Figure 1. Supply network.
The bar under the picture is 50 um long. Pins as bars on the die edge.
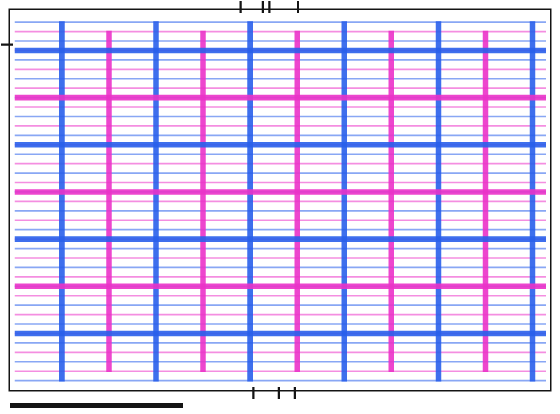
Figure 2. Placed cells, one colour a class.
The bar under the picture is 50 um long.
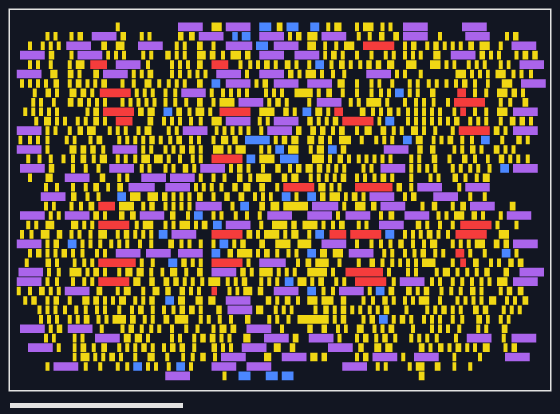
Figure 3. Routed clock nets over the placement.
The bar under the picture is 50 um long.
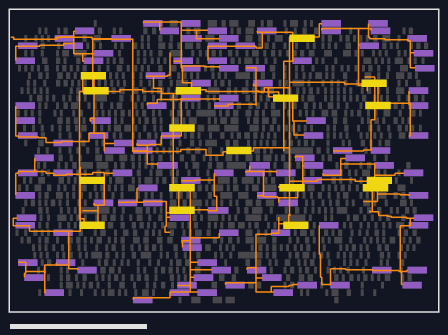
**src/rtl/paddle_input_conditioner.sv**
```systemverilog
// Paddle button front end: 2-flop synchronisers, per-button debounce FSMs with
// hold-to-repeat, and left/right conflict resolution into one-cycle move pulses.
module paddle_input_conditioner #(
  parameter int DEBOUNCE_CYCLES = 500000,
  parameter int REPEAT_DELAY    = 25000000,
  parameter int REPEAT_PERIOD   = 5000000,
  parameter int CNT_W           = 25
) (
  input  logic clk,
  input  logic rst,
  input  logic btn_left_n,
  input  logic btn_right_n,
  output logic left_level,
  output logic right_level,
  output logic move_left,
  output logic move_right
);

  typedef enum logic [1:0] {
    RELEASED,
    PRESS_CHK,
    PRESSED,
    RELEASE_CHK
  } db_state_t;

  localparam logic [CNT_W-1:0] DB_LAST     = CNT_W'(DEBOUNCE_CYCLES - 1);
  localparam logic [CNT_W-1:0] DELAY_LAST  = CNT_W'(REPEAT_DELAY - 1);
  localparam logic [CNT_W-1:0] PERIOD_LAST = CNT_W'(REPEAT_PERIOD - 1);
  localparam logic [CNT_W-1:0] CNT_ONE     = CNT_W'(1);

  // Index 0 is the left button, index 1 the right button throughout.
  logic [1:0]       sync_meta, sync_out;
  db_state_t        state_q [2];
  db_state_t        state_d [2];
  logic [CNT_W-1:0] cnt_q   [2];
  logic [CNT_W-1:0] cnt_d   [2];
  logic [CNT_W-1:0] rcnt_q  [2];
  logic [CNT_W-1:0] rcnt_d  [2];
  logic [1:0]       first_q, first_d;
  logic [1:0]       event_d;
  logic [1:0]       level_q, level_d;
  logic [1:0]       move_q, move_d;

  always_comb begin
    // NOTE: every combinational output gets a default before the case so no
    // path leaves a signal unassigned, which would infer a latch.
    for (int i = 0; i < 2; i++) begin
      state_d[i] = state_q[i];
      cnt_d[i]   = cnt_q[i];
      rcnt_d[i]  = rcnt_q[i];
      first_d[i] = first_q[i];
      event_d[i] = 1'b0;

      unique case (state_q[i])
        RELEASED: begin
          if (!sync_out[i]) begin
            state_d[i] = PRESS_CHK;
            cnt_d[i]   = '0;
          end
        end
        PRESS_CHK: begin
          if (sync_out[i]) begin
            state_d[i] = RELEASED;
          end else if (cnt_q[i] == DB_LAST) begin
            state_d[i] = PRESSED;
            event_d[i] = 1'b1;
            rcnt_d[i]  = '0;
            first_d[i] = 1'b1;
          end else begin
            cnt_d[i] = cnt_q[i] + CNT_ONE;
          end
        end
        PRESSED: begin
          if (sync_out[i]) begin
            state_d[i] = RELEASE_CHK;
            cnt_d[i]   = '0;
          end else if (rcnt_q[i] == (first_q[i] ? DELAY_LAST : PERIOD_LAST)) begin
            event_d[i] = 1'b1;
            rcnt_d[i]  = '0;
            first_d[i] = 1'b0;
          end else begin
            rcnt_d[i] = rcnt_q[i] + CNT_ONE;
          end
        end
        RELEASE_CHK: begin
          // A release that bounces back restarts the initial repeat delay.
          if (!sync_out[i]) begin
            state_d[i] = PRESSED;
            rcnt_d[i]  = '0;
            first_d[i] = 1'b1;
          end else if (cnt_q[i] == DB_LAST) begin
            state_d[i] = RELEASED;
          end else begin
            cnt_d[i] = cnt_q[i] + CNT_ONE;
          end
        end
        default: state_d[i] = RELEASED;
      endcase

      level_d[i] = (state_d[i] == PRESSED) || (state_d[i] == RELEASE_CHK);
    end

    // Events are suppressed while the opposite bar is held; counters keep running.
    move_d[0] = event_d[0] & ~level_d[1];
    move_d[1] = event_d[1] & ~level_d[0];
  end

  // NOTE: sequential state uses non-blocking assignments so every flop samples
  // pre-edge values regardless of statement order.
  always_ff @(posedge clk) begin
    if (rst) begin
      sync_meta <= 2'b11;
      sync_out  <= 2'b11;
      for (int i = 0; i < 2; i++) begin
        state_q[i] <= RELEASED;
        cnt_q[i]   <= '0;
        rcnt_q[i]  <= '0;
      end
      first_q <= '0;
      level_q <= '0;
      move_q  <= '0;
    end else begin
      sync_meta <= {btn_right_n, btn_left_n};
      sync_out  <= sync_meta;
      for (int i = 0; i < 2; i++) begin
        state_q[i] <= state_d[i];
        cnt_q[i]   <= cnt_d[i];
        rcnt_q[i]  <= rcnt_d[i];
      end
      first_q <= first_d;
      level_q <= level_d;
      move_q  <= move_d;
    end
  end

  assign left_level  = level_q[0];
  assign right_level = level_q[1];
  assign move_left   = move_q[0];
  assign move_right  = move_q[1];

endmodule

```
**config.mk**
```make
export PLATFORM = sky130hd
export DESIGN_NAME = paddle_input_conditioner
export DESIGN_NICKNAME = d
export VERILOG_FILES = /design/src/rtl/paddle_input_conditioner.sv
export SDC_FILE = /design/constraint.sdc
export NUM_CORES = 1
export LEC_CHECK = 0
export ABC_AREA = 1
export CELL_PAD_IN_SITES_DETAIL_PLACEMENT = 1
export CELL_PAD_IN_SITES_GLOBAL_PLACEMENT = 1
export CORE_ASPECT_RATIO = 0.7
export CORE_UTILIZATION = 45
export DETAILED_ROUTE_END_ITERATION = 10
export PLACE_DENSITY = 0.91
export SLEW_MARGIN = 20
export SYNTH_ARGS = -nofsm -noshare
export SYNTH_HDL_FRONTEND = slang
export SYNTH_SLANG_ARGS = --single-unit
export TNS_END_PERCENT = 10
```
**constraint.sdc**
```tcl
create_clock -name clk -period 2.25 [get_ports clk]
set_clock_uncertainty 0.1 [all_clocks]
set_input_delay 0.45 -clock clk [delete_from_list [all_inputs] [get_ports clk]]
set_output_delay 0.45 -clock clk [all_outputs]
set_load 0.02 [all_outputs]
```
==> qor.csv <==
stage,metric,value,unit
final_layout,diodes,0,
placed_design,io_buffers,7,
global_routing,grt_pass1_wl,43200,um
die,die_area,17100,sq um
synthesis,aoi_share,0.0806,
final_layout,seq_area,2290,sq um
critical_path,path_max_fanout,4,
final_layout,area_delta_synth_final,15.8,%
critical_path,timing.critical_path.from,rcnt_q[0][26],
drt,ant_nets,0,
synthesis,synthesis.nets,1274,
critical_path,startpoint_type,flip-flop,
timing,worstMarginPinSlew,549,ps
synthesis,ys_cells,1258,
clocking,cts_setup_buffers,0,
placed_design,gp_congestion,0.944,
global_routing,grtUsageMet1,0.415,
critical_path,worst_setup_path_end_kind,flip-flop,
synthesis,fa_ha_area_frac,0.0202,
power_and_ir_drop,seqPwrFrac,0.329,
final_layout,buf_share,0.0430,
critical_path,reg2reg_to,move_q[1],
global_routing,grt_pass1_vias,8508,
flow_run,openroad.warnings,32,
global_routing,grt_util_met2,0.555,
power_and_ir_drop,p_int,4370,uW
final_layout,dominant_cells,multi-input combinational cells,
timing,setup_violations,0,
timing,slew_headroom,0.630,
synthesis,syn_avg_cell_area,5.91,sq um
drt,wl_met2,12300,um
die,io_pins,8,
global_routing,grt-ovfl-total,0,
min_path,hold_depth,1,
synthesis,synthesis.area,7440,sq um
drt,vias,8378,
outcome,run_status,"complete, no violations",
final_layout,logic_gate_count,973,
Notes on Figure 1 above:
VDD -> magenta
VSS -> blue
met1 rails = 39
signal pins = 8
rows = 38
met5 straps = 7
met4 straps = 11
chip height: 110 um
Max IR drop VDD: 357 uV
chip width: 156 um
CORE AREA: 15800 sq um

Notes on Figure 2 above:
other buffers and delay cells -> blue  # cells 45
flip-flops -> purple  # cells 114
clock drivers and dummy loads -> red  # cells 31
all other logic -> yellow  # cells 1114
Post-Layout Inst Area: 8620 sq um
flop share of the area: 0.266
floorplan row count: 38
fin util: 0.544

Notes on Figure 3 above:
flip-flops -> purple  # count 114
cells driving clock nets -> yellow  # count 17
clock wires -> orange  # length 1910 um
routed clock nets = 18

## worst min-delay path by stage
stage	from	end	slack [ps]
after global routing	sync_meta[0]	sync_out[0]	350
after CTS	sync_meta[0]	sync_out[0]	320
final	sync_meta[0]	sync_out[0]	320
after detailed placement	sync_meta[0]	sync_out[0]	300
after global placement	sync_meta[0]	sync_out[0]	300
after floorplan	sync_meta[0]	sync_out[0]	290
## critical path: stages, from the launching register on
cell     delay (ps)
dfxtp_1         410
ha_1            250
nand3_1         180
inv_1           130
nand4_1          90
nor2_1           90
nand2_1         110
o21ai_0         290
nand2_1         130
a21oi_1         250
## Yosys cell counts (all sizes together)
master | instances | area share
clkinv | 1 | 0.00050
nor3b | 2 | 0.0027
o21bai | 4 | 0.0040
ha | 12 | 0.020
o21ai | 33 | 0.024
xor2 | 22 | 0.026
a31oi | 3 | 0.0025
a21oi | 69 | 0.047
nand3 | 106 | 0.073
clkbuf | 13 | 0.0067
o22ai | 1 | 0.00084
nand2 | 365 | 0.19
o31ai | 2 | 0.0020
nor4 | 1 | 0.00084
nor3 | 34 | 0.024
xnor2 | 5 | 0.0059
nand3b | 8 | 0.0081
or2 | 5 | 0.0042
buf | 17 | 0.017
nand4 | 26 | 0.022
inv | 140 | 0.071
dfxtp | 114 | 0.31
nor2 | 275 | 0.14
## through the flow
step           utilization  setup slack, ps  cells  hold slack, ps
2_1_floorplan            -              285   1258             289
3_3_place_gp         0.498             73.4   1491             301
3_5_place_dp         0.498            -8.18   1491             297
4_1_cts              0.538             4.35   1522             321
5_1_grt              0.544             5.42   1524             347
6_report             0.544              121   1524             319
## registers in the layout, summed over array words and instances (netlist names)
name	cells
cnt_q	50
rcnt_q	50
state_q	4
first_q	2
level_q	2
move_q	2
sync_meta	2
sync_out	2
Power figures rest on the tool's default switching activity, not on a simulated workload.
